$ cat config.mk
export PLATFORM = sky130hd
export DESIGN_NAME = wb_clock_sync_flat
export DESIGN_NICKNAME = d
export VERILOG_FILES = /design/src/rtl/wb_clock_sync_if.sv /design/src/rtl/wb_clock_sync.sv /design/src/flat_wrapper.sv
export SDC_FILE = /design/constraint.sdc
export NUM_CORES = 1
export LEC_CHECK = 0
export ABC_AREA = 1
export CAP_MARGIN = 20
export CORE_AREA = 4 4 102 104
export DETAILED_ROUTE_END_ITERATION = 8
export DIE_AREA = 0 0 106 108
export MAX_ROUTING_LAYER = met4
export PLACE_DENSITY = 0.76
export SLEW_MARGIN = 0
export SYNTH_ARGS = -nofsm -noshare
export SYNTH_HDL_FRONTEND = slang
export SYNTH_SLANG_ARGS = --single-unit
$ cat constraint.sdc
create_clock -name wb_clk_i -period 1.95 [get_ports wb_clk_i]
set_clock_uncertainty 0.15 [all_clocks]
set_input_delay 0.39 -clock wb_clk_i [delete_from_list [all_inputs] [get_ports wb_clk_i]]
set_output_delay 0.39 -clock wb_clk_i [all_outputs]
set_load 0.02 [all_outputs]
$ cat src/rtl/wb_clock_sync_if.sv
// Bus bundle for the narrow-to-wide Wishbone bridge.
// Signal names keep the Wishbone _i/_o suffixes as seen from the bridge.
// The "slave" modport is the bridge's view. It serves the upstream master on
// port A and the downstream slave on port B. The "master" modport is the view
// of the surrounding system.
interface wb_clock_sync_if #(
  parameter int CWIDTH  = 16,
  parameter int WWIDTH  = 32,
  parameter int ADDRESS = 25
);
  // Upstream (A) port, narrow.
  logic                  a_cyc_i;
  logic                  a_stb_i;
  logic                  a_we_i;
  logic                  a_ack_o;
  logic                  a_rty_o;
  logic                  a_err_o;
  logic [2:0]            a_cti_i;
  logic [1:0]            a_bte_i;
  logic [ADDRESS:0]      a_adr_i;
  logic [CWIDTH/8-1:0]   a_sel_i;
  logic [CWIDTH-1:0]     a_dat_i;
  logic [CWIDTH/8-1:0]   a_sel_o;
  logic [CWIDTH-1:0]     a_dat_o;

  // Downstream (B) port, wide.
  logic                  b_cyc_o;
  logic                  b_stb_o;
  logic                  b_we_o;
  logic                  b_ack_i;
  logic                  b_rty_i;
  logic                  b_err_i;
  logic [2:0]            b_cti_o;
  logic [1:0]            b_bte_o;
  logic [ADDRESS-1:0]    b_adr_o;
  logic [WWIDTH/8-1:0]   b_sel_i;
  logic [WWIDTH-1:0]     b_dat_i;
  logic [WWIDTH/8-1:0]   b_sel_o;
  logic [WWIDTH-1:0]     b_dat_o;

  modport slave (
    input  a_cyc_i, a_stb_i, a_we_i, a_cti_i, a_bte_i, a_adr_i, a_sel_i, a_dat_i,
    output a_ack_o, a_rty_o, a_err_o, a_sel_o, a_dat_o,
    output b_cyc_o, b_stb_o, b_we_o, b_cti_o, b_bte_o, b_adr_o, b_sel_o, b_dat_o,
    input  b_ack_i, b_rty_i, b_err_i, b_sel_i, b_dat_i
  );

  modport master (
    output a_cyc_i, a_stb_i, a_we_i, a_cti_i, a_bte_i, a_adr_i, a_sel_i, a_dat_i,
    input  a_ack_o, a_rty_o, a_err_o, a_sel_o, a_dat_o,
    input  b_cyc_o, b_stb_o, b_we_o, b_cti_o, b_bte_o, b_adr_o, b_sel_o, b_dat_o,
    output b_ack_i, b_rty_i, b_err_i, b_sel_i, b_dat_i
  );
endinterface

$ cat src/rtl/wb_clock_sync.sv
// Registered Wishbone bridge from a narrow upstream master to a wide downstream bus.
// A single-word request is captured and replayed on the wide bus, with the lane
// selected by the low address bit. The matching half of the read data and the
// termination come back upstream in a one-cycle DONE slot.
module wb_clock_sync #(
  parameter int HIGHZ   = 0,
  parameter int CWIDTH  = 16,
  parameter int WWIDTH  = 2 * CWIDTH,
  parameter int ADDRESS = 25
) (
  input  logic           wb_clk_i,
  input  logic           wb_rst_i,
  wb_clock_sync_if.slave bus
);
  localparam int SW  = CWIDTH / 8;
  localparam int WSW = WWIDTH / 8;

  typedef enum logic [1:0] {IDLE, BUSY, DONE} state_t;

  state_t              state;
  state_t              state_next;

  logic                busy;
  logic                done;
  logic                accept;
  logic                b_term;
  logic                half;
  logic                aborted;
  logic [2:0]          term;      // {err, rty, ack}, one-hot after priority

  logic                we;
  logic [ADDRESS:0]    adr;
  logic [SW-1:0]       sel;
  logic [CWIDTH-1:0]   dat;
  logic [2:0]          cti;
  logic [1:0]          bte;
  logic [CWIDTH-1:0]   rdat;
  logic [SW-1:0]       rsel;
  logic [WSW-1:0]      lane_sel;

  assign busy     = (state == BUSY);
  assign done     = (state == DONE);
  assign accept   = (state == IDLE) && bus.a_cyc_i && bus.a_stb_i;
  assign b_term   = bus.b_ack_i | bus.b_rty_i | bus.b_err_i;
  assign half     = adr[0];
  assign lane_sel = half ? {sel, {SW{1'b0}}} : {{SW{1'b0}}, sel};

  // State register; reset drops any transfer in flight without a termination.
  always_ff @(posedge wb_clk_i or negedge wb_rst_i) begin
    if (!wb_rst_i) state <= IDLE;
    else           state <= state_next;
  end

  // Next state: accept in IDLE, wait for any downstream termination, one DONE slot.
  always_comb begin
    state_next = state;
    case (state)
      IDLE:    if (bus.a_cyc_i && bus.a_stb_i) state_next = BUSY;
      BUSY:    if (b_term) state_next = DONE;
      DONE:    state_next = IDLE;
      default: state_next = IDLE;
    endcase
  end

  // Track an upstream abort and latch the prioritised termination kind.
  always_ff @(posedge wb_clk_i or negedge wb_rst_i) begin
    if (!wb_rst_i) begin
      aborted <= 1'b0;
      term    <= 3'b000;
    end else begin
      if (accept)                      aborted <= 1'b0;
      else if (busy && !bus.a_cyc_i)   aborted <= 1'b1;
      if (busy && b_term) begin
        if (bus.b_err_i)      term <= 3'b100;
        else if (bus.b_rty_i) term <= 3'b010;
        else                  term <= 3'b001;
      end
    end
  end

  // Request and read-back registers; outputs are gated by state, so no reset needed.
  always_ff @(posedge wb_clk_i) begin
    if (accept) begin
      we  <= bus.a_we_i;
      adr <= bus.a_adr_i;
      sel <= bus.a_sel_i;
      dat <= bus.a_dat_i;
      cti <= bus.a_cti_i;
      bte <= bus.a_bte_i;
    end
    if (busy && b_term) begin
      rdat <= half ? bus.b_dat_i[WWIDTH-1:CWIDTH] : bus.b_dat_i[CWIDTH-1:0];
      rsel <= half ? bus.b_sel_i[WSW-1:SW]        : bus.b_sel_i[SW-1:0];
    end
  end

  assign bus.b_cyc_o = busy;
  assign bus.b_stb_o = busy;
  assign bus.a_ack_o = done && term[0] && !aborted;
  assign bus.a_rty_o = done && term[1] && !aborted;
  assign bus.a_err_o = done && term[2] && !aborted;

  // Shared-bus outputs either float or sit at zero outside their active phase.
  generate
    if (HIGHZ != 0) begin : g_tristate
      assign bus.b_we_o  = busy ? we              : 1'bz;
      assign bus.b_adr_o = busy ? adr[ADDRESS:1]  : {ADDRESS{1'bz}};
      assign bus.b_sel_o = busy ? lane_sel        : {WSW{1'bz}};
      assign bus.b_dat_o = busy ? {dat, dat}      : {WWIDTH{1'bz}};
      assign bus.b_cti_o = busy ? cti             : 3'bzzz;
      assign bus.b_bte_o = busy ? bte             : 2'bzz;
      assign bus.a_dat_o = done ? rdat            : {CWIDTH{1'bz}};
      assign bus.a_sel_o = done ? rsel            : {SW{1'bz}};
    end else begin : g_driven
      assign bus.b_we_o  = busy ? we              : 1'b0;
      assign bus.b_adr_o = busy ? adr[ADDRESS:1]  : {ADDRESS{1'b0}};
      assign bus.b_sel_o = busy ? lane_sel        : {WSW{1'b0}};
      assign bus.b_dat_o = busy ? {dat, dat}      : {WWIDTH{1'b0}};
      assign bus.b_cti_o = busy ? cti             : 3'b000;
      assign bus.b_bte_o = busy ? bte             : 2'b00;
      assign bus.a_dat_o = done ? rdat            : {CWIDTH{1'b0}};
      assign bus.a_sel_o = done ? rsel            : {SW{1'b0}};
    end
  endgenerate
endmodule

$ cat src/flat_wrapper.sv
// flat-port wrapper written by rule: the top's interface ports become plain ports
module wb_clock_sync_flat 
#(
  parameter int HIGHZ   = 0,
  parameter int CWIDTH  = 16,
  parameter int WWIDTH  = 2 * CWIDTH,
  parameter int ADDRESS = 25
)
  (wb_clk_i, wb_rst_i, bus_a_cyc_i, bus_a_stb_i, bus_a_we_i, bus_a_cti_i, bus_a_bte_i, bus_a_adr_i, bus_a_sel_i, bus_a_dat_i, bus_a_ack_o, bus_a_rty_o, bus_a_err_o, bus_a_sel_o, bus_a_dat_o, bus_b_cyc_o, bus_b_stb_o, bus_b_we_o, bus_b_cti_o, bus_b_bte_o, bus_b_adr_o, bus_b_sel_o, bus_b_dat_o, bus_b_ack_i, bus_b_rty_i, bus_b_err_i, bus_b_sel_i, bus_b_dat_i);
  wb_clock_sync_if #(.CWIDTH(CWIDTH), .WWIDTH(WWIDTH), .ADDRESS(ADDRESS)) bus_i ();
  input  logic wb_clk_i;
  input  logic wb_rst_i;
  input wire logic [$bits(bus_i.a_cyc_i)-1:0] bus_a_cyc_i;
  input wire logic [$bits(bus_i.a_stb_i)-1:0] bus_a_stb_i;
  input wire logic [$bits(bus_i.a_we_i)-1:0] bus_a_we_i;
  input wire logic [$bits(bus_i.a_cti_i)-1:0] bus_a_cti_i;
  input wire logic [$bits(bus_i.a_bte_i)-1:0] bus_a_bte_i;
  input wire logic [$bits(bus_i.a_adr_i)-1:0] bus_a_adr_i;
  input wire logic [$bits(bus_i.a_sel_i)-1:0] bus_a_sel_i;
  input wire logic [$bits(bus_i.a_dat_i)-1:0] bus_a_dat_i;
  output wire logic [$bits(bus_i.a_ack_o)-1:0] bus_a_ack_o;
  output wire logic [$bits(bus_i.a_rty_o)-1:0] bus_a_rty_o;
  output wire logic [$bits(bus_i.a_err_o)-1:0] bus_a_err_o;
  output wire logic [$bits(bus_i.a_sel_o)-1:0] bus_a_sel_o;
  output wire logic [$bits(bus_i.a_dat_o)-1:0] bus_a_dat_o;
  output wire logic [$bits(bus_i.b_cyc_o)-1:0] bus_b_cyc_o;
  output wire logic [$bits(bus_i.b_stb_o)-1:0] bus_b_stb_o;
  output wire logic [$bits(bus_i.b_we_o)-1:0] bus_b_we_o;
  output wire logic [$bits(bus_i.b_cti_o)-1:0] bus_b_cti_o;
  output wire logic [$bits(bus_i.b_bte_o)-1:0] bus_b_bte_o;
  output wire logic [$bits(bus_i.b_adr_o)-1:0] bus_b_adr_o;
  output wire logic [$bits(bus_i.b_sel_o)-1:0] bus_b_sel_o;
  output wire logic [$bits(bus_i.b_dat_o)-1:0] bus_b_dat_o;
  input wire logic [$bits(bus_i.b_ack_i)-1:0] bus_b_ack_i;
  input wire logic [$bits(bus_i.b_rty_i)-1:0] bus_b_rty_i;
  input wire logic [$bits(bus_i.b_err_i)-1:0] bus_b_err_i;
  input wire logic [$bits(bus_i.b_sel_i)-1:0] bus_b_sel_i;
  input wire logic [$bits(bus_i.b_dat_i)-1:0] bus_b_dat_i;
  assign bus_i.a_cyc_i = bus_a_cyc_i;
  assign bus_i.a_stb_i = bus_a_stb_i;
  assign bus_i.a_we_i = bus_a_we_i;
  assign bus_i.a_cti_i = bus_a_cti_i;
  assign bus_i.a_bte_i = bus_a_bte_i;
  assign bus_i.a_adr_i = bus_a_adr_i;
  assign bus_i.a_sel_i = bus_a_sel_i;
  assign bus_i.a_dat_i = bus_a_dat_i;
  assign bus_a_ack_o = bus_i.a_ack_o;
  assign bus_a_rty_o = bus_i.a_rty_o;
  assign bus_a_err_o = bus_i.a_err_o;
  assign bus_a_sel_o = bus_i.a_sel_o;
  assign bus_a_dat_o = bus_i.a_dat_o;
  assign bus_b_cyc_o = bus_i.b_cyc_o;
  assign bus_b_stb_o = bus_i.b_stb_o;
  assign bus_b_we_o = bus_i.b_we_o;
  assign bus_b_cti_o = bus_i.b_cti_o;
  assign bus_b_bte_o = bus_i.b_bte_o;
  assign bus_b_adr_o = bus_i.b_adr_o;
  assign bus_b_sel_o = bus_i.b_sel_o;
  assign bus_b_dat_o = bus_i.b_dat_o;
  assign bus_i.b_ack_i = bus_b_ack_i;
  assign bus_i.b_rty_i = bus_b_rty_i;
  assign bus_i.b_err_i = bus_b_err_i;
  assign bus_i.b_sel_i = bus_b_sel_i;
  assign bus_i.b_dat_i = bus_b_dat_i;
  wb_clock_sync #(.HIGHZ(HIGHZ), .CWIDTH(CWIDTH), .WWIDTH(WWIDTH), .ADDRESS(ADDRESS)) u_core (.wb_clk_i(wb_clk_i), .wb_rst_i(wb_rst_i), .bus(bus_i));
endmodule
Figure 1. Sequential cells colored by netlist name.
(3 px per um)
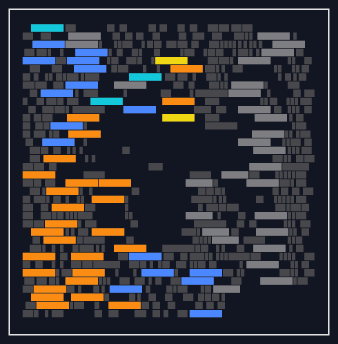
[u_core.cti] cyan | flops: 3
[u_core.sel] yellow | flops: 2
[u_core.adr] orange | flops: 26
[u_core.dat] blue | flops: 16
not colored: 27
Core Util, Final: 57.4%
P_seq: 1.88 mW
fraction of area in registers: 40.0%
Reg area: 2190 sq um

Figure 2. PDN straps and rails.
(3 px per um) Pins as bars on the die edge.
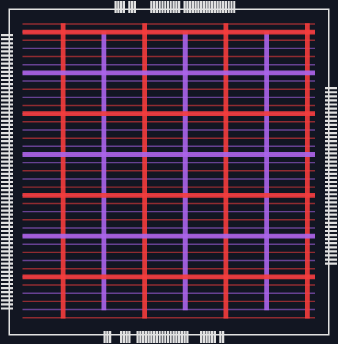
[VSS] red
[VDD] purple
rows: 36
met4 straps: 7
signal pins: 183

==> metrics.csv <==
metric;value;unit
Top reg by flops;u_core.adr;
GRT busiest layer;met2;
ys flop type;edfxtp_1;
GPL Wtd Cong;0.769;
GRT met2 Usage;24.7;%
per-cell routed wire length;13.4;um
synth warn;0;
row count;36;
Die Size;11400;sq um
status;finished, final reports clean;
routed via count;2622;
max reg flops;26;
Setup Crit Path Kind;reg2out;
# IOs;183;
synthesized area;3270;sq um
r2r setup slk;0.23;ns
Top cell area share;62.5;%
post-synth top area cell;edfxtp_1;
met3 usage;4.66;%
postcts setup bufs;0;
Fin. Hold Viols;0;
syn avg cell area;10.1;sq um
Top Layer Used;met4;
Final Max Slew Viols;0;
met2 WL;4.40;mm
final worst-path cycle share;97.7;%
Root Driver;clkbuf_8;
Peak supply drop;0.388;mV
share of cells above drive strength 1;31.2;%
Worst EP arrival;1.37;ns
Post-synth regs;74;
path category of the worst min-delay check;in2async;
power per cell area;785;nW/um^2
CP cell instances;inv_2, nand2_4, buf_12, nor2_1, buf_4;
Comb area;711;sq um
Worst Path Required;1.41;ns
Worst Setup SP;u_core.state[1]$_DFFE_PN0P_;
largest net degree at the start of global routing;38;
hold_buf cts;0;
count leader, synth;inv_1;
initial antenna violation count;0;
diodes inserted;0;
RSZ-0062 raised after global routing;true;
flip-flops with a built-in enable;68;
yosys cell count;323;
wire length on met1;3.41;mm
ANT nets after route;0;
Slew @ Worst Pin;0.297;ns
Seq share, synth;67.1;%
Combinational Gates;146;
GRT overflow;0;
# DRC;0;
Largest stage delay, worst path;0.40;ns
vias per inst;4.08;
drt total wl;8.60;mm
bufs w/o clock;198;
Post-synth top cells;inv_1 (74), edfxtp_1 (68), nor2_1 (67), nand2_1 (64), buf_4 (18);
die height;108;um
FMAX;525;MHz
DIE WIDTH;106;um
Mapped Cells;323;
total leakage power;2.57;nW
H-tree lvl count;3;
CP max stage cell;dfrtp_1;
GRT Overall Usage;14.6;%
Unique cell types;18;
clk slew on worst S/H paths;0.08;ns
syn nets;416;
Setup crit end;bus_b_adr_o[11];
Synth async-reset ratio;8.11;%
clock sink count;74;
RR Startpoint;u_core.state[1]$_DFFE_PN0P_;
min Tclk post-route;1.91;ns
Max clock buf depth;2;
Slew Limit Headroom;80.2;%
Worst Reg-to-Reg Cells;8;
buffer share of cell area;33.6;%
CTS tree;yes;
nonclk inv count;75;
Tool Warnings;28;
fillers;861;
top cells by area;edfxtp_1 (63%), inv_1 (8.5%), nor2_1 (7.7%), nand2_1 (7.4%), dfrtp_1 (4.6%);
setup violators final;0;
met3 WL post-DR;704;um
Area Overhead vs Synth;67.7;%
drt pass-1 iters;4;
Yosys Chip Area;3270;sq um
total of max-cap violations;0;
Setup TNS;0;ns
Figure 3. The clock network.
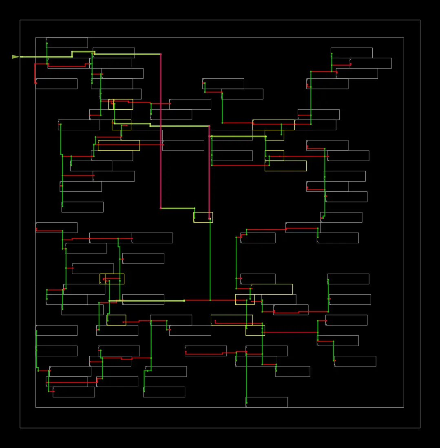
CTS buffer count: 9
worst skew pair latency: 0.33 ns
Flops: 74
P_clk: 1.65 mW
clock buffers: 11

Figure 4. Placement density heat map.
(3 px per um) The die is cut into 11 by 11 equal tiles; black is low, pale yellow is high, 0 to 100% covered.
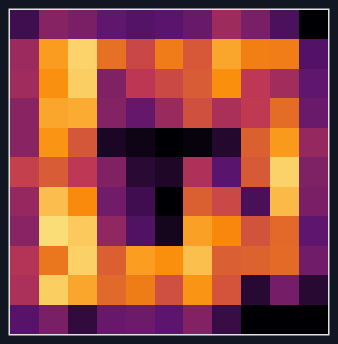
nearly empty tiles: 5.8%
mean over tiles: 46%
emptiest ninth of the die: middle
fullest tile: 93%
core box area: 9550 sq um
Core Util at FP: 34.2%

critical path: cells and delay by family (launching register included):
family	cells	cell delay, ns
buffers and inverters	3	0.41
DFF	1	0.40
and+or+nand+nor	2	0.22
per-stage QoR:
stage / power (mW) / instance area (sq um) / std cells / util (%) / setup slack (ns)
global route: 4.50 / 5480 / 642 / 57.4 / -0.0439
CTS: 4.25 / 5080 / 639 / 53.2 / -0.00366
global placement: 2.65 / 5230 / 623 / 54.7 / -0.0560
floorplan: 2.24 / 3270 / 323 / - / 0.103
detailed placement: 2.67 / 5230 / 623 / 54.7 / -0.114
finish: 4.30 / 5480 / 642 / 57.4 / 0.0448
layout by cell type (no fill, tap or decap):
cell / n
clkdlybuf4s50_1: 92
buf_4: 79
inv_1: 72
edfxtp_1: 68
nand2_1: 64
nor2_1: 38
nor2_2: 25
buf_6: 10
clkbuf_8: 9
buf_2: 9
buf_12: 6
dfrtp_1: 6
bufinv_16: 5
nor2_4: 4
nor3_2: 3
nor3b_1: 3
inv_2: 2
nand2_4: 2
nand3_1: 2
clkbuf_1: 2
clkbuf_16: 2
nor3_4: 1
clkinvlp_4: 1
nand2_2: 1
o21ai_0: 1
nand3b_1: 1
or2_1: 1
power by group:
group / total, mW / internal [mW] / switching [mW]
combinational: 0.776 / 0.392 / 0.384
sequential: 1.88 / 1.84 / 0.0337
clock: 1.65 / 1.11 / 0.538
kinds of logic (layout without fill, tap and decap cells):
| group | after synthesis | count (layout) | share of synthesized area [%] |
|---|---|---|---|
| simple gates | 145 | 145 | 18.3 |
| buf+inv | 103 | 289 | 14.5 |
| flops | 74 | 74 | 67.1 |
| compound gates | 1 | 1 | 0.153 |
timing repair:
action	in CTS	in global routing
gates resized	367	127
pin swaps	0	0
cloned	0	3
setup endpoints to repair	90	80
Power and IR drop assume default switching activity.
